File: src/rtl/oled_pkg.sv
// Shared constants for the OLED pixel pipeline: panel geometry, RGB565 colours
// and the scan FSM encoding.
package oled_pkg;

    localparam int unsigned OLED_WIDTH  = 96;
    localparam int unsigned OLED_HEIGHT = 64;
    localparam int unsigned PIXELS      = OLED_WIDTH * OLED_HEIGHT;

    localparam logic [15:0] COLOUR_BLACK  = 16'h0000;
    localparam logic [15:0] COLOUR_WHITE  = 16'hFFFF;
    localparam logic [15:0] COLOUR_RED    = 16'hF800;
    localparam logic [15:0] COLOUR_GREEN  = 16'h07E0;
    localparam logic [15:0] COLOUR_BLUE   = 16'h001F;
    localparam logic [15:0] COLOUR_YELLOW = 16'hFFE0;

    typedef enum logic [1:0] {
        ST_IDLE = 2'd0,
        ST_SCAN = 2'd1,
        ST_HOLD = 2'd2
    } scan_state_e;

endpackage

File: src/rtl/oled_pixel_scan_blink_timer.sv
// Frame-synchronous blink flag: toggles every BLINK_FRAMES frame starts while
// blink_en is high, forced low (and the frame count cleared) otherwise.
module blink_timer
    import oled_pkg::*;
#(
    parameter int unsigned BLINK_FRAMES = 30
) (
    input  logic clk,
    input  logic reset,
    input  logic frame_begin,
    input  logic blink_en,
    output logic active
);

    localparam logic [15:0] CNT_LAST = 16'(BLINK_FRAMES - 1);

    logic [15:0] cnt_q, cnt_d;
    logic        active_q, active_d;

    always_comb begin
        cnt_d    = cnt_q;
        active_d = active_q;
        if (!blink_en) begin
            cnt_d    = '0;
            active_d = 1'b0;
        end else if (frame_begin) begin
            if (cnt_q == CNT_LAST) begin
                cnt_d    = '0;
                active_d = ~active_q;
            end else begin
                cnt_d = cnt_q + 16'd1;
            end
        end
    end

    always_ff @(posedge clk or posedge reset) begin
        if (reset) begin
            cnt_q    <= '0;
            active_q <= 1'b0;
        end else begin
            cnt_q    <= cnt_d;
            active_q <= active_d;
        end
    end

    assign active = active_q;

endmodule

File: src/rtl/oled_pixel_scan.sv
// Converts the OLED driver's frame/sample stream into registered (x,y) via
// row/column counters. Optional index cross-check under `COORD_CHECK_EN.
module oled_pixel_scan
    import oled_pkg::*;
#(
    parameter int unsigned WIDTH        = OLED_WIDTH,
    parameter int unsigned HEIGHT       = OLED_HEIGHT,
    parameter int unsigned BLINK_FRAMES = 30
) (
    input  logic        clk,
    input  logic        reset,
    input  logic        frame_begin,
    input  logic        sample_pixel,
    input  logic [12:0] pixel_index,
    input  logic        blink_en,
    output logic [6:0]  x,
    output logic [5:0]  y,
    output logic        coord_valid,
    output logic        active,
    output logic [15:0] frame_count,
    output logic        resync
);

    localparam logic [6:0] COL_LAST = 7'(WIDTH - 1);
    localparam logic [5:0] ROW_LAST = 6'(HEIGHT - 1);

    scan_state_e state_q, state_d;
    logic [6:0]  col_q, col_d, x_q, x_d;
    logic [5:0]  row_q, row_d, y_q, y_d;
    logic        valid_q, valid_d;
    logic [15:0] fcnt_q, fcnt_d;
    logic        resync_q, resync_d;

    // frame_begin takes effect before a coincident sample, so the sample sees
    // freshly cleared counters.
    logic [6:0] cur_col;
    logic [5:0] cur_row;
    logic       scanning;
    logic       mismatch, hold_hit, accept;

    assign cur_col  = frame_begin ? '0 : col_q;
    assign cur_row  = frame_begin ? '0 : row_q;
    assign scanning = frame_begin || (state_q == ST_SCAN);

`ifdef COORD_CHECK_EN
    logic [12:0] idx_q, idx_d, cur_idx;

    assign cur_idx  = frame_begin ? '0 : idx_q;
    assign mismatch = sample_pixel && scanning && (pixel_index != cur_idx);
    assign hold_hit = sample_pixel && !frame_begin && (state_q == ST_HOLD);
    assign idx_d    = accept ? cur_idx + 13'd1 : cur_idx;

    always_ff @(posedge clk or posedge reset) begin
        if (reset) idx_q <= '0;
        else       idx_q <= idx_d;
    end
`else
    logic unused_pixel_index;

    assign unused_pixel_index = ^pixel_index;
    assign mismatch           = 1'b0;
    assign hold_hit           = 1'b0;
`endif

    assign accept = sample_pixel && scanning && !mismatch;

    always_comb begin
        state_d  = state_q;
        col_d    = cur_col;
        row_d    = cur_row;
        x_d      = x_q;
        y_d      = y_q;
        valid_d  = valid_q;
        fcnt_d   = fcnt_q;
        resync_d = mismatch | hold_hit;

        if (frame_begin) begin
            state_d = ST_SCAN;
            valid_d = 1'b0;
            fcnt_d  = fcnt_q + 16'd1;
        end

        if (mismatch) begin
            state_d = ST_IDLE;
            valid_d = 1'b0;
        end

        if (accept) begin
            x_d     = cur_col;
            y_d     = cur_row;
            valid_d = 1'b1;
            if (cur_col == COL_LAST) begin
                col_d = '0;
                if (cur_row == ROW_LAST) begin
                    row_d   = '0;
                    state_d = ST_HOLD;
                end else begin
                    row_d = cur_row + 6'd1;
                end
            end else begin
                col_d = cur_col + 7'd1;
            end
        end
    end

    always_ff @(posedge clk or posedge reset) begin
        if (reset) begin
            state_q  <= ST_IDLE;
            col_q    <= '0;
            row_q    <= '0;
            x_q      <= '0;
            y_q      <= '0;
            valid_q  <= 1'b0;
            fcnt_q   <= '0;
            resync_q <= 1'b0;
        end else begin
            state_q  <= state_d;
            col_q    <= col_d;
            row_q    <= row_d;
            x_q      <= x_d;
            y_q      <= y_d;
            valid_q  <= valid_d;
            fcnt_q   <= fcnt_d;
            resync_q <= resync_d;
        end
    end

    blink_timer #(
        .BLINK_FRAMES(BLINK_FRAMES)
    ) u_blink (
        .clk         (clk),
        .reset       (reset),
        .frame_begin (frame_begin),
        .blink_en    (blink_en),
        .active      (active)
    );

    assign x           = x_q;
    assign y           = y_q;
    assign coord_valid = valid_q;
    assign frame_count = fcnt_q;
    assign resync      = resync_q;

endmodule

File: config.mk
export PLATFORM = sky130hd
export DESIGN_NAME = oled_pixel_scan
export DESIGN_NICKNAME = d
export VERILOG_FILES = /design/src/rtl/oled_pkg.sv /design/src/rtl/oled_pixel_scan_blink_timer.sv /design/src/rtl/oled_pixel_scan.sv
export SDC_FILE = /design/constraint.sdc
export NUM_CORES = 1
export LEC_CHECK = 0
export CORE_MARGIN = 3
export CORE_UTILIZATION = 30
export DETAILED_ROUTE_END_ITERATION = 7
export PLACE_DENSITY_LB_ADDON = 0.25
export SLEW_MARGIN = 10
export SYNTH_ARGS = -nofsm -noshare
export SYNTH_HDL_FRONTEND = slang
export SYNTH_HIERARCHICAL = 1
export SYNTH_SLANG_ARGS = --single-unit
File: constraint.sdc
create_clock -name clk -period 2.41 [get_ports clk]
set_clock_uncertainty 0.15 [all_clocks]
set_input_delay 0.482 -clock clk [delete_from_list [all_inputs] [get_ports clk]]
set_output_delay 0.482 -clock clk [all_outputs]
set_load 0.02 [all_outputs]
==> impl_metrics.py, run 1 <==
# Flow results
metrics = {
    "outcome": {
        "status": "complete, no violations",
    },
    "placement": {
        "port-buffer-count": 35,
        "dp_slack_ns": -0.305,
        "placed_area_sq_um": 3710,
        "hpwl_mm": 4.50,
    },
    "grt": {
        "antenna_found_initial": 0,
        "grt_max_degree": 46,
        "overflow": 0,
        "top_usage_layer": "met2",
        "globalRouteMet2Util_pct": 19.5,
        "use_met1_pct": 15.4,
    },
    "logic_synthesis": {
        "synth.distinct_cells": 51,
        "syn_area_per_cell_sq_um": 10.1,
        "synth.cellmix.simpleShare_pct": 25.3,
        "synth.most_common_cell": "dfrtp_1",
        "area_leaders": "dfrtp_1, xnor2_1, nand2_1, o21ai_0, nor2_1",
        "ys_sh_aoi_pct": 8.36,
        "syn-cell-area_sq_um": 3040,
        "netlist_instances": 300,
        "synth_top_cell_by_area": "dfrtp_1",
        "yosys_area_sq_um": 3040,
        "logic_family": "simple AND/OR/NAND/NOR gates",
        "top_area_share_pct": 51.1,
        "ys_sh_mux_pct": 1.07,
        "ys_ff": 62,
        "yosysWarningCount": 6,
        "fp_nets": 323,
    },
    "final_layout": {
        "flop_area_sq_um": 1550,
        "layout_top_cell": "dfrtp_1",
        "buf_share_pct": 14.4,
        "inverters_excl_clock": 14,
        "largest_class": "flip-flops and latches",
        "clk_share_pct": 5.89,
        "n_all_buffers": 62,
        "comb_share_pct": 35.1,
        "layout.cells.non_filler": 502,
        "antenna-diode-count": 0,
        "clkbuf_count": 13,
        "logic_gate_count": 215,
        "area_growth_pct": 30.7,
    },
    "clocking": {
        "root_buffer": "clkbuf_8",
        "cts_setup_buffers": 0,
        "cts-htree-levels": 3,
        "clkTransAtPathRegs_ns": 0.07,
        "holdBufCountCts": 0,
        "clkSinkCount": 62,
    },
    "worst_setup_path": {
        "critPathKind": "reg2out",
        "crit_chain": "clkdlybuf4s50_1",
        "cp.required_ns": 1.78,
        "critPathTopFamily": "buffers and inverters",
        "max_stage_delay_ns": 0.64,
        "reg2reg_to": "row_q[3]",
        "r2r_cells": 7,
        "cp_data_arrival_time_ns": 1.44,
        "r2r_setup_slack_ns": 0.52,
        "worst_setup_path_endpoint": "frame_count[0]",
        "startpoint": "frame_count[0]",
        "worstPathBufferInverterCount": 1,
        "rr_startpoint": "col_q[1]",
    },
    "timing": {
        "worst_pin_slew_ns": 0.667,
        "timing.final.crit_share_pct": 85.9,
        "finalSetupViolCount": 0,
        "setup_ws_ns": 0.339,
        "slew_headroom_pct": 55.5,
        "timing.fmax_mhz": 483,
        "rsz0062_at_grt": "false",
    },
    "drt": {
        "wl_met3_um": 261,
        "wl_met1_mm": 3.00,
        "drcViolationCount": 0,
        "first_iter_violations": 50,
        "viasPerCell": 4.71,
        "first_pass_iters": 4,
        "ant_nets": 0,
    },
    "run": {
        "drv_cap": 0,
        "warnings": 40,
    },
    "die": {
        "tap_cells": 133,
    },
    "power_and_ir_drop": {
        "power_density_nw_per_um2": 673,
    },
    "worst_hold_path": {
        "holdPathStages": 2,
    },
}
run 1: power by group:
group	internal [mW]	total [mW]	leakage, nW	switching (mW)
Sequential	1.11	1.19	0.825	0.0870
Combinational	0.195	0.402	0.835	0.207
Clock	0.666	1.08	0.120	0.409
Total	1.97	2.67	1.78	0.703
run 1: worst min-delay path, stage by stage (launching register included):
cell,delay [ns]
dfrtp_1,0.34
nand2_1,0.05
nand2_1,0.05
run 1: cell families (layout without fill, tap and decap cells):
logic type                 count (synthesis)  in the layout
and+or+nand+nor                          137            137
DFF                                       62             62
AOI/OAI and AO/OA                         39             39
xor gates and xnor gates                  30             30
buffers and inverters                     23             92
adders and majority gates                  5              5
muxes                                      3              3
other                                      1              1
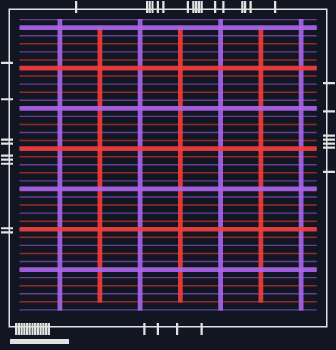
(run_1/pdn.png)
Scale bar: 20 um. Pins as bars on the die edge.
red -> VDD
purple -> VSS
signal pins = 50
met1 rails = 37
met5 straps = 7
maximum vdd drop: 0.000296 V
Die Y: 107 um
DIE WIDTH: 107 um
core area: 9820 sq um

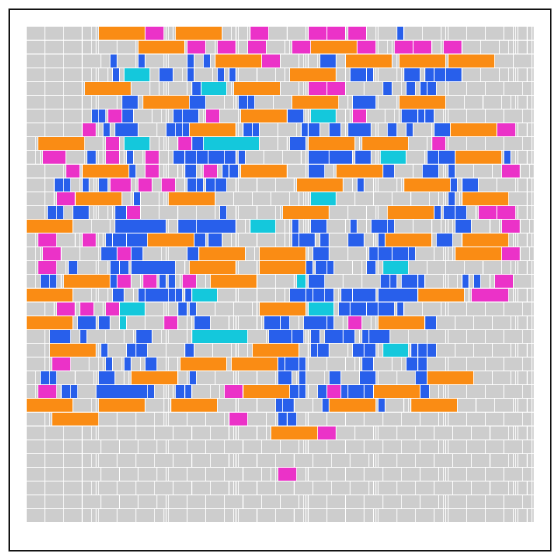
(run_1/cell_classes.png)
Fill, decap, tap and diode cells in grey.
orange -> flip-flops  # cells 62, share of their area 41%
magenta -> other buffers and delay cells  # cells 62, share of their area 15%
cyan -> clock drivers and dummy loads  # cells 16, share of their area 6.2%
blue -> all other logic  # cells 229, share of their area 38%
fraction of area in registers: 39.1%
FP Rows: 36
Post-Route Utilization: 40.4%
post-route cell area: 3970 sq um

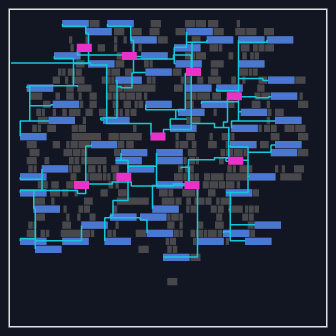
(run_1/clock_map.png)
blue -> flip-flops  # count 62
magenta -> cells driving clock nets  # count 9
cyan -> clock wires  # length 922 um
flops lie = widely spread
routed clock nets = 10
total clock network power: 1.08 mW
Clock Power Share: 40.3%
Skew-Pair Late Insertion Delay: 0.34 ns

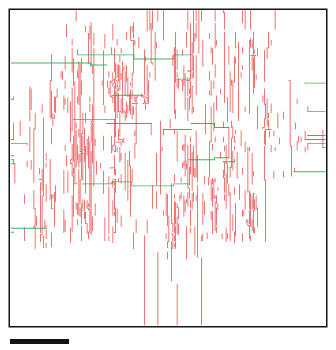
(run_1/metal_stack.png)
Scale bar: 20 um. Only two layers are drawn.
green -> met3  # wire length 262 um
red -> met2  # wire length 3140 um
GRT Total Usage: 12.0%
Total Routed Length: 6.45 mm
via count: 2362
wire per inst: 12.9 um

--- run 2 (diff from run 1) ---
- CORE_MARGIN: 3 -> not set
==> run 2 against run 1 <==
- combinational power hardly changed
- synthesized cell count unchanged
- sequential power about the same
- sequential share of layout area grew 0.086 points
- final cell count is 0.40% lower
- sequential cell count unchanged
- total power increased by 0.51%
- fmax is 9.1% lower
- global-route usage is 1.4 points higher
- first-iteration DRC count increased by 84%
==> impl_metrics.py, run 2 <==
# Flow results
metrics = {
    "clocking": {
        "cts_setup_buffers": 0,
        "cts-htree-levels": 3,
        "insertion_delay_ns": 0.33,
        "root_buffer": "clkbuf_8",
        "clkTransAtPathRegs_ns": 0.07,
    },
    "final_layout": {
        "antenna-diode-count": 0,
        "layout.cells.non_filler": 500,
        "final_cell_area_sq_um": 3960,
        "layout_top_cell": "dfrtp_1",
        "area_growth_pct": 30.4,
        "final_util_pct": 40.5,
    },
    "grt": {
        "grt_max_degree": 46,
        "gr-usage-all-layers_pct": 13.4,
        "overflow": 0,
        "antenna_found_initial": 0,
        "globalRouteMet2Util_pct": 22.0,
    },
    "drt": {
        "drcViolationCount": 0,
        "ant_nets": 0,
        "viasPerCell": 4.68,
        "wl_per_cell_um": 12.6,
        "wl_met3_um": 247,
        "vias": 2338,
        "wl_met1_mm": 2.86,
    },
    "power_and_ir_drop": {
        "p_seq_share_pct": 44.4,
        "power_density_nw_per_um2": 678,
        "swShare_pct": 25.1,
        "power.group.top": "registers",
        "peakVddDrop_v": 0.000380,
        "power_switching_uw": 673,
        "clkPwrFrac_pct": 40.7,
        "comb_power_uw": 402,
        "seq_power_mw": 1.19,
    },
    "logic_synthesis": {
        "yosys_area_sq_um": 3040,
        "ys_sh_mux_pct": 1.07,
        "area_leaders": "dfrtp_1, xnor2_1, nand2_1, o21ai_0, nor2_1",
        "yosysWarningCount": 6,
        "synth.distinct_cells": 51,
        "synth.cellmix.simpleShare_pct": 25.3,
        "ys_sh_aoi_pct": 8.36,
        "ys_ff": 62,
        "synth.most_common_cell": "dfrtp_1",
        "synth_top_cell_by_area": "dfrtp_1",
        "logic_family": "simple AND/OR/NAND/NOR gates",
        "syn-cell-area_sq_um": 3040,
        "top_area_share_pct": 51.1,
        "syn_area_per_cell_sq_um": 10.1,
    },
    "timing": {
        "finalSetupViolCount": 0,
        "worst_pin_slew_ns": 0.655,
        "timing.fmax_mhz": 439,
        "timing.final.crit_share_pct": 94.6,
        "rsz0062_at_grt": "false",
    },
    "worst_setup_path": {
        "cp.required_ns": 2.46,
        "worstPathBufferInverterCount": 2,
        "r2r_setup_slack_ns": 0.48,
        "crit_chain": "clkdlybuf4s50_1 > nand2b_1 > inv_1 > ha_2 > nand4b_4 > or2_2 > nor4_4 > a21oi_1",
        "rr_startpoint": "u_blink/cnt_q[1]",
        "critPathTopFamily": "simple AND/OR/NAND/NOR gates",
        "reg2reg_to": "u_blink/active",
        "cp_data_arrival_time_ns": 2.33,
        "max_stage_delay_ns": 0.48,
        "critPathKind": "in2reg",
    },
    "placement": {
        "dp_slack_ns": -0.295,
        "port-buffer-count": 35,
        "hpwl_mm": 4.46,
    },
    "die": {
        "core_area_sq_um": 9770,
        "fp.dieH_um": 103,
    },
    "outcome": {
        "status": "complete, no violations",
    },
    "run": {
        "drv_cap": 0,
        "warnings": 40,
    },
}
[run 2: worst max path at each step]
stage               slack (ns)  endpoint        start
finish                    0.13  row_q[5]  frame_begin
global route              0.03  row_q[3]  frame_begin
detailed placement       -0.30  row_q[3]  frame_begin
global placement         -0.25  row_q[5]  frame_begin
CTS                       0.07  row_q[5]  frame_begin
floorplan                 0.03  row_q[5]  frame_begin
[run 2: layout make-up]
class,count,area (sq um)
Fill cell,976,5810
Sequential cell,62,1550
Multi-Input combinational cell,215,1400
Timing Repair Buffer,61,558
Tap cell,133,166
Clock buffer,11,141
Clock inverter,4,95.1
Inverter,14,52.6
[run 2: worst reg2reg max path, cell delays in order, from the launching register on]
cell and delay [ns]:
dfrtp_1 0.42, inv_1 0.07, ha_1 0.13, nor4bb_1 0.25, nand4_1 0.30, or3_1 0.40, a21oi_1 0.14
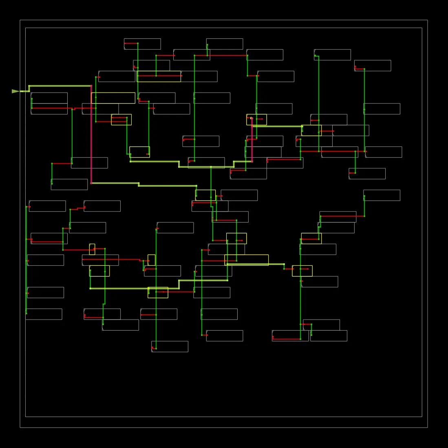
(run_2/final_clocks.png)
CLK BUF: 11
CTS buffer count: 9
total clock network power: 1.09 mW
sequential cell count: 62
CTS sink count: 62

--- run 3 (diff from run 2) ---
- clock period: 2.41 -> 2 ns (I/O delays scaled with it)
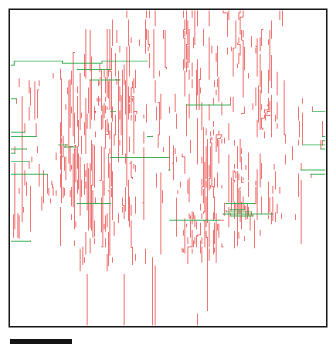
(run_3/metal_stack.png)
Scale bar: 20 um. Only two layers are drawn.
green -> met3  # wire length 253 um
red -> met2  # wire length 3170 um
Total Routed Length: 6.52 mm
GRT Total Usage: 13.7%
via count: 2370
wire per inst: 12.6 um

==> run 3 against run 2 <==
- via count up 1.4%
- hold slack worse by 0.12 ns
- critical path depth down 7
- die area unchanged
- register-to-register slack worse by 0.35 ns
- clock-buffer cell count down 2
- sequential power up 21%
- synthesized cell count unchanged
- cell area up 3.4%
- synthesized area unchanged
==> impl_metrics.py, run 3 <==
# Flow results
metrics = {
    "placement": {
        "dp_slack_ns": -0.486,
        "port-buffer-count": 35,
        "gp_routability_congestion": 0.798,
        "hpwl_mm": 4.83,
        "placed_area_sq_um": 3820,
    },
    "clocking": {
        "clkSinkCount": 62,
        "cts_setup_buffers": 0,
        "clkTransAtPathRegs_ns": 0.07,
        "holdBufCountCts": 0,
        "cts_tree": "built",
        "insertion_delay_ns": 0.34,
        "cts-htree-levels": 3,
        "cts_made_buffers": 9,
    },
    "drt": {
        "ant_nets": 0,
        "viasPerCell": 4.59,
        "first_iter_violations": 119,
        "wl_met1_mm": 3.00,
        "first_pass_iters": 4,
        "wl_met3_um": 252,
        "drcViolationCount": 0,
    },
    "power_and_ir_drop": {
        "power_clock_mw": 1.22,
        "power_switching_uw": 871,
        "swShare_pct": 27.7,
        "peakVddDrop_v": 0.000419,
        "combPwrFrac_pct": 15.4,
        "comb_power_uw": 484,
        "p_seq_share_pct": 45.7,
        "clkPwrFrac_pct": 38.9,
        "power_density_nw_per_um2": 767,
        "intPower_mw": 2.27,
        "power.group.top": "registers",
        "finalPower_mw": 3.14,
        "seq_power_mw": 1.44,
    },
    "final_layout": {
        "area_growth_pct": 34.9,
        "final_util_pct": 41.9,
        "layout.cells.non_filler": 516,
        "antenna-diode-count": 0,
        "layout_top_cell": "dfrtp_1",
        "final_cell_area_sq_um": 4100,
    },
    "outcome": {
        "status": "complete, no violations",
    },
    "logic_synthesis": {
        "yosysWarningCount": 6,
        "synth.distinct_cells": 51,
        "syn_area_per_cell_sq_um": 10.1,
        "yosys_area_sq_um": 3040,
        "ys_ff": 62,
        "netlist_instances": 300,
        "area_leaders": "dfrtp_1, xnor2_1, nand2_1, o21ai_0, nor2_1",
        "synth.most_common_cell": "dfrtp_1",
        "logic_family": "simple AND/OR/NAND/NOR gates",
        "ys_sh_aoi_pct": 8.36,
        "synth.cellmix.simpleShare_pct": 25.3,
        "fp_nets": 323,
        "top_area_share_pct": 51.1,
        "syn-cell-area_sq_um": 3040,
        "ys_sh_mux_pct": 1.07,
        "synth_top_cell_by_area": "dfrtp_1",
    },
    "worst_setup_path": {
        "cp.required_ns": 1.45,
        "worstPathBufferInverterCount": 1,
        "rr_startpoint": "u_blink/cnt_q[1]",
        "crit_chain": "clkdlybuf4s50_1",
        "r2r_setup_slack_ns": 0.13,
        "critPathKind": "reg2out",
        "startpoint": "frame_count[10]",
        "r2r_cells": 6,
        "max_stage_delay_ns": 0.63,
        "critPathTopFamily": "buffers and inverters",
        "cp_data_arrival_time_ns": 1.38,
        "cp_num_cells": 1,
        "reg2reg_to": "u_blink/active",
        "worst_setup_path_endpoint": "frame_count[10]",
    },
    "timing": {
        "rsz0062_at_grt": "false",
        "timing.fmax_mhz": 518,
        "finalSetupViolCount": 0,
        "hold_viol": 0,
        "fin_crit_ns": 1.93,
        "slew_viol_final": 0,
        "setup_ws_ns": 0.0691,
        "timing.final.crit_share_pct": 96.5,
    },
    "run": {
        "warnings": 40,
        "drv_cap": 0,
    },
    "die": {
        "row_count": 36,
        "core_area_sq_um": 9770,
        "die_w_um": 103,
        "fp.dieH_um": 103,
    },
    "grt": {
        "grt_max_degree": 35,
        "antenna_found_initial": 0,
        "overflow": 0,
    },
}
run 3: kinds of logic (layout without fill, tap and decap cells):
family                   after synthesis  in the layout
adder cells (fa/ha/maj)                5              5
AND/OR/NAND/NOR                      137            137
XOR/XNOR                              30             30
other                                  1              1
multiplexers                           3              3
flip-flops                            62             62
AND-OR/OR-AND                         39             39
buffers and inverters                 23            106
run 3: metal layers:
layer,track usage [%],vias to the layer above
met5,0,-
met4,5.60,0
met3,3.59,8
met2,22.6,42
met1,16.9,1122
li1,-,1198
run 3: cell type report:
cell class / count / area, sq um
clock buffer: 9 / 124
clock inverter: 7 / 97.6
fill: 957 / 5680
inverter: 14 / 57.6
multi-input combinational: 215 / 1410
sequential: 62 / 1550
tap: 133 / 166
timing repair buffer: 76 / 689
Power figures rest on the tool's default switching activity, not on a simulated workload.
